File: config.mk
export PLATFORM = sky130hd
export DESIGN_NAME = display_scan_scheduler
export DESIGN_NICKNAME = d
export VERILOG_FILES = /design/src/rtl/display_pkg.sv /design/src/rtl/btn_onepulse.sv /design/src/rtl/display_scan_scheduler.sv
export SDC_FILE = /design/constraint.sdc
export NUM_CORES = 1
export LEC_CHECK = 0
export CAP_MARGIN = 20
export CELL_PAD_IN_SITES_DETAIL_PLACEMENT = 2
export CELL_PAD_IN_SITES_GLOBAL_PLACEMENT = 2
export CORE_ASPECT_RATIO = 1.2
export CORE_MARGIN = 4
export CORE_UTILIZATION = 40
export CTS_BUF_LIST = sky130_fd_sc_hd__clkbuf_2 sky130_fd_sc_hd__clkbuf_4 sky130_fd_sc_hd__clkbuf_8
export CTS_CLUSTER_SIZE = 40
export DETAILED_ROUTE_END_ITERATION = 10
export GPL_TIMING_DRIVEN = 1
export PLACE_DENSITY_LB_ADDON = 0.1
export SLEW_MARGIN = 40
export SYNTH_ARGS = -nofsm -noshare
export SYNTH_HDL_FRONTEND = slang
export SYNTH_SLANG_ARGS = --single-unit
File: constraint.sdc
create_clock -name clk -period 2.6 [get_ports clk]
set_input_delay 0.65 -clock clk [delete_from_list [all_inputs] [get_ports clk]]
set_output_delay 0.65 -clock clk [all_outputs]
set_load 0.02 [all_outputs]
File: src/rtl/display_pkg.sv
// Shared definitions for the seven-segment display scan path.
//   view_state_t : view FSM encoding (HM = clock view, SEC = seconds view)
//   SCAN_W       : width of the digit-scan index
//   NUM_DIGITS   : number of multiplexed digits
package display_pkg;

    typedef enum logic {
        HM  = 1'b0,
        SEC = 1'b1
    } view_state_t;

    localparam int SCAN_W     = 2;
    localparam int NUM_DIGITS = 4;

endpackage

File: src/rtl/btn_onepulse.sv
// Button conditioner: 2-flop synchronizer, stability-counter debouncer and
// rising-edge one-shot.
//   clk   : system clock
//   rst_n : asynchronous active-low reset
//   btn   : raw asynchronous button level
//   press : one-cycle pulse per accepted press (releases give no pulse)
module btn_onepulse #(
    parameter int DEB_CYC = 1000000
) (
    input  logic clk,
    input  logic rst_n,
    input  logic btn,
    output logic press
);

    localparam int DEB_W = $clog2(DEB_CYC + 1);

    logic             sync1_r;
    logic             sync2_r;
    logic             level_r;
    logic             level_q_r;
    logic [DEB_W-1:0] stab_cnt_r;

    // Synchronize, debounce against the accepted level and form the press pulse.
    always_ff @(posedge clk or negedge rst_n) begin
        if (!rst_n) begin
            sync1_r    <= 1'b0;
            sync2_r    <= 1'b0;
            level_r    <= 1'b0;
            level_q_r  <= 1'b0;
            stab_cnt_r <= '0;
            press      <= 1'b0;
        end else begin
            sync1_r <= btn;
            sync2_r <= sync1_r;
            // The counter only runs while the input disagrees with the accepted
            // level; any return to agreement (a bounce) restarts it.
            if (sync2_r != level_r) begin
                if (stab_cnt_r == DEB_W'(DEB_CYC - 1)) begin
                    level_r    <= sync2_r;
                    stab_cnt_r <= '0;
                end else begin
                    stab_cnt_r <= stab_cnt_r + DEB_W'(1);
                end
            end else begin
                stab_cnt_r <= '0;
            end
            level_q_r <= level_r;
            press     <= level_r & ~level_q_r;
        end
    end

endmodule

File: src/rtl/display_scan_scheduler.sv
// Digit-scan sequencer for a 4-digit seven-segment multiplexer with
// anti-ghosting blanking, plus the content / 12-24 h view settings that are
// only allowed to change on frame boundaries.
//   clk, rst_n   : clock, asynchronous active-low reset
//   btn_content  : raw content-view button
//   btn_system   : raw 12/24 h button
//   scan_idx     : current digit slot (0 = rightmost)
//   content      : 0 = HH:MM, 1 = seconds
//   time_system  : 0 = 12 h, 1 = 24 h
//   blank        : all anodes off while high
//   frame_tick   : one-cycle pulse after scan_idx wraps 3 -> 0
module display_scan_scheduler
    import display_pkg::*;
#(
    parameter int SCAN_DIV      = 100000,
    parameter int BLANK_CYC     = 16,
    parameter int DEB_CYC       = 1000000,
    parameter int RETURN_FRAMES = 5000
) (
    input  logic              clk,
    input  logic              rst_n,
    input  logic              btn_content,
    input  logic              btn_system,
    output logic [SCAN_W-1:0] scan_idx,
    output logic              content,
    output logic              time_system,
    output logic              blank,
    output logic              frame_tick
);

    localparam int CNT_W = (SCAN_DIV > 1) ? $clog2(SCAN_DIV) : 1;
    localparam int FC_W  = $clog2(RETURN_FRAMES + 1);

    logic [CNT_W-1:0] cnt_r;
    logic [CNT_W-1:0] cnt_next_s;
    logic             slot_end_s;
    logic             frame_end_s;
    logic             press_c_s;
    logic             press_s_s;
    logic             pend_c_r;
    logic             pend_s_r;
    logic [FC_W-1:0]  frame_cnt_r;
    view_state_t      state_r;

    btn_onepulse #(.DEB_CYC(DEB_CYC)) u_btn_content (
        .clk   (clk),
        .rst_n (rst_n),
        .btn   (btn_content),
        .press (press_c_s)
    );

    btn_onepulse #(.DEB_CYC(DEB_CYC)) u_btn_system (
        .clk   (clk),
        .rst_n (rst_n),
        .btn   (btn_system),
        .press (press_s_s)
    );

    // Next prescaler value and slot / frame end detection.
    always_comb begin
        slot_end_s  = (cnt_r == CNT_W'(SCAN_DIV - 1));
        frame_end_s = slot_end_s && (scan_idx == SCAN_W'(NUM_DIGITS - 1));
        if (slot_end_s) begin
            cnt_next_s = '0;
        end else begin
            cnt_next_s = cnt_r + CNT_W'(1);
        end
    end

    // Prescaler, scan index, blanking and frame tick.
    always_ff @(posedge clk or negedge rst_n) begin
        if (!rst_n) begin
            cnt_r      <= '0;
            scan_idx   <= '0;
            blank      <= 1'b1;
            frame_tick <= 1'b0;
        end else begin
            cnt_r <= cnt_next_s;
            // Blank is computed from the next count so it stays aligned with cnt_r.
            blank <= (cnt_next_s < CNT_W'(BLANK_CYC));
            if (slot_end_s) begin
                scan_idx <= scan_idx + SCAN_W'(1);
            end
            frame_tick <= frame_end_s;
        end
    end

    // Pending requests: a press toggles its flag; at a boundary the old flag is
    // consumed and a coincident press becomes the request for the next frame.
    always_ff @(posedge clk or negedge rst_n) begin
        if (!rst_n) begin
            pend_c_r <= 1'b0;
            pend_s_r <= 1'b0;
        end else if (frame_tick) begin
            pend_c_r <= press_c_s;
            pend_s_r <= press_s_s;
        end else begin
            pend_c_r <= pend_c_r ^ press_c_s;
            pend_s_r <= pend_s_r ^ press_s_s;
        end
    end

    // View FSM, seconds-view frame counter and 12/24 h setting.
    always_ff @(posedge clk or negedge rst_n) begin
        if (!rst_n) begin
            state_r     <= HM;
            frame_cnt_r <= '0;
            time_system <= 1'b1;
        end else if (frame_tick) begin
            case (state_r)
                HM: begin
                    if (pend_c_r) begin
                        state_r     <= SEC;
                        frame_cnt_r <= '0;
                    end
                end
                SEC: begin
                    // A manual request and the timeout together still mean one return.
                    if (pend_c_r || (frame_cnt_r == FC_W'(RETURN_FRAMES - 1))) begin
                        state_r     <= HM;
                        frame_cnt_r <= '0;
                    end else begin
                        frame_cnt_r <= frame_cnt_r + FC_W'(1);
                    end
                end
                default: begin
                    state_r     <= HM;
                    frame_cnt_r <= '0;
                end
            endcase
            if (pend_s_r) begin
                time_system <= ~time_system;
            end
        end
    end

    assign content = (state_r == SEC);

endmodule

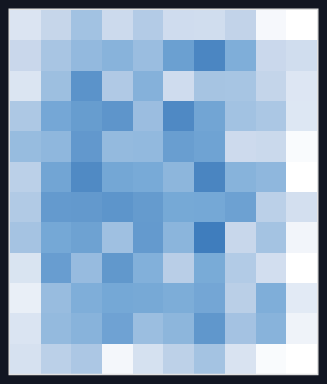
Fig. 1. Cell density map.
Scale: 3 px per um. The die is cut into 10 by 12 equal tiles; white is low, dark blue is high, 0 to 100% covered.
mean over tiles = 37%
fullest tile = 69%
nearly empty tiles = 3.3%

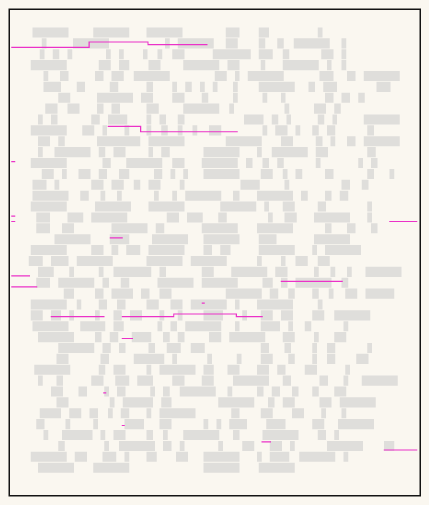
Fig. 2. Signal wires on met3.
Scale: 4 px per um. Cells faint in the background.
main direction = horizontal
nets with wire on the layer = 11
wire length on this layer = 185 um

==> notes.md <==
Flow results are below.

- The shortest period the worst path allows is 2310 ps, for reference.
- During I/O placement, the number of pins put on the boundary was 10.
- 0 antenna diodes ended up in the layout.
- The number of instances in the synthesized netlist is 416, for reference.
- The cell type that accounts for the most area after synthesis is dfrtp_1.
- Post-route period utilization is reported as 88.7%.
- Overall routing resource usage recorded by global route was 18.4%.
- The via count of the first global-routing pass is 3481, for reference.
- For reference, the most critical setup path is categorized as flop to flop.
- The final clock skew is 17.2 ps, for reference.
- The number of clock buffers inserted by TritonCTS is 9, for reference.
- The flow ran to the end, and the final reports show no timing, DRC or antenna violations.
- The final layout report lists a filler cell count of 1156.
- The worst-case hold slack is 214 ps, for reference.
- The capture point of the worst register-to-register path is recorded as blank$_DFF_PN1_.
- Max-cap violations in this run came to 0.
- Clock latency on the worst-skew pair, taken at its later pin, is 370 ps.
- The power density over cell area is 520 mW/mm^2, for reference.
- For this run, the share of the core covered by cells in the final layout is 44.9%.
- The vertical die dimension is 121 um, for reference.
- The final timing report lists a max-slew violation count of 0.
- Per the run report, area growth between synthesis and finish was 9.99%.
- Logic depth along the worst register-to-register path is recorded as 7.
- The final power report lists total power as 2440 uW.
- The nature of the critical path startpoint is a flop, for reference.
- The post-synthesis register bit count is 88, for reference.
- The post-layout instance area is 0.00470 sq mm, for reference.
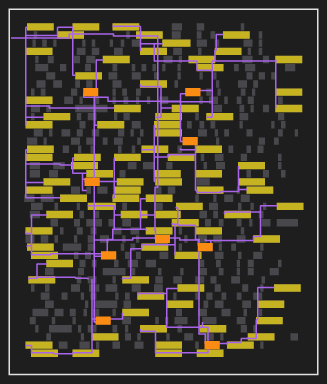
Fig. 3. Clock distribution.
Scale: 3 px per um.
purple -> clock wires  # length 1240 um
yellow -> flip-flops  # count 88
orange -> cells driving clock nets  # count 9
flops lie = widely spread
routed clock nets = 10

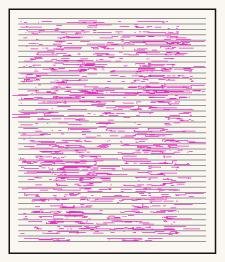
Fig. 4. M1 wires.
Scale: 2 px per um. Supply wires on this layer in gray.
longest straight run = 33.6 um
wire length on this layer = 4360 um
share of all routed wire = 44%
nets with wire on the layer = 415
main direction = horizontal

-- state kept, by name, summed over array words and instances, names as in the netlist, 2 cells and up --
signal                    cells
u_btn_system.stab_cnt_r      20
cnt_r                        17
scan_idx                      2
u_btn_content.stab_cnt_r     20
frame_cnt_r                  13
-- critical path: stages, from the launching register on --
cell and delay, ps:
dfrtp_1 460, ha_2 280, nand4_1 250, buf_4 240
nor4_1 350, xor2_1 150, o21bai_1 200, a2111oi_2 290
-- routing by layer --
metal / up-vias / part of all wire, % / track usage (%)
li1: 1453 / - / -
met1: 1575 / 44 / 23.1
met2: 20 / 52 / 30.9
met3: 11 / 1.8 / 3.39
met4: 0 / 1.9 / 7.47
met5: - / 0 / 0
-- power by group --
part / internal [uW] / switching [uW] / total (uW)
sequential: 1380 / 9.10 / 1390
combinational: 18.5 / 46.0 / 64.5
clock: 474 / 516 / 990
total: 1870 / 571 / 2440
-- area by class of cell --
class                   instances  area share, %
repair buffers                 15           3.09
inverters                      11          0.879
well taps                     129           3.43
flip-flops and latches         88           46.9
clock buffers                  10           2.93
clock inverters                 6           1.41
multi-input cells             310           41.3
-- per-stage QoR --
step / setup slack (ps) / instances
3_5_place_dp: 224 / 553
2_1_floorplan: 504 / 416
6_report: 293 / 569
4_1_cts: 218 / 569
3_3_place_gp: 394 / 553
5_1_grt: 43.0 / 569
-- repair_timing --
| item | CTS | global route |
|---|---|---|
| gates resized | 0 | 1 |
| endpoints found under the setup margin | 0 | 1 |
| buffers inserted | 0 | 0 |
-- cell families after synthesis --
| logic type | share of synthesized area, % |
|---|---|
| compound gates | 4.33 |
| xor+xnor | 12.7 |
| fa+ha+maj | 1.46 |
| buf+inv | 2.99 |
| flops | 51.6 |
| mux | 1.73 |
| simple gates | 25.2 |
No activity file was given, so power comes from the tool's default toggle rates.
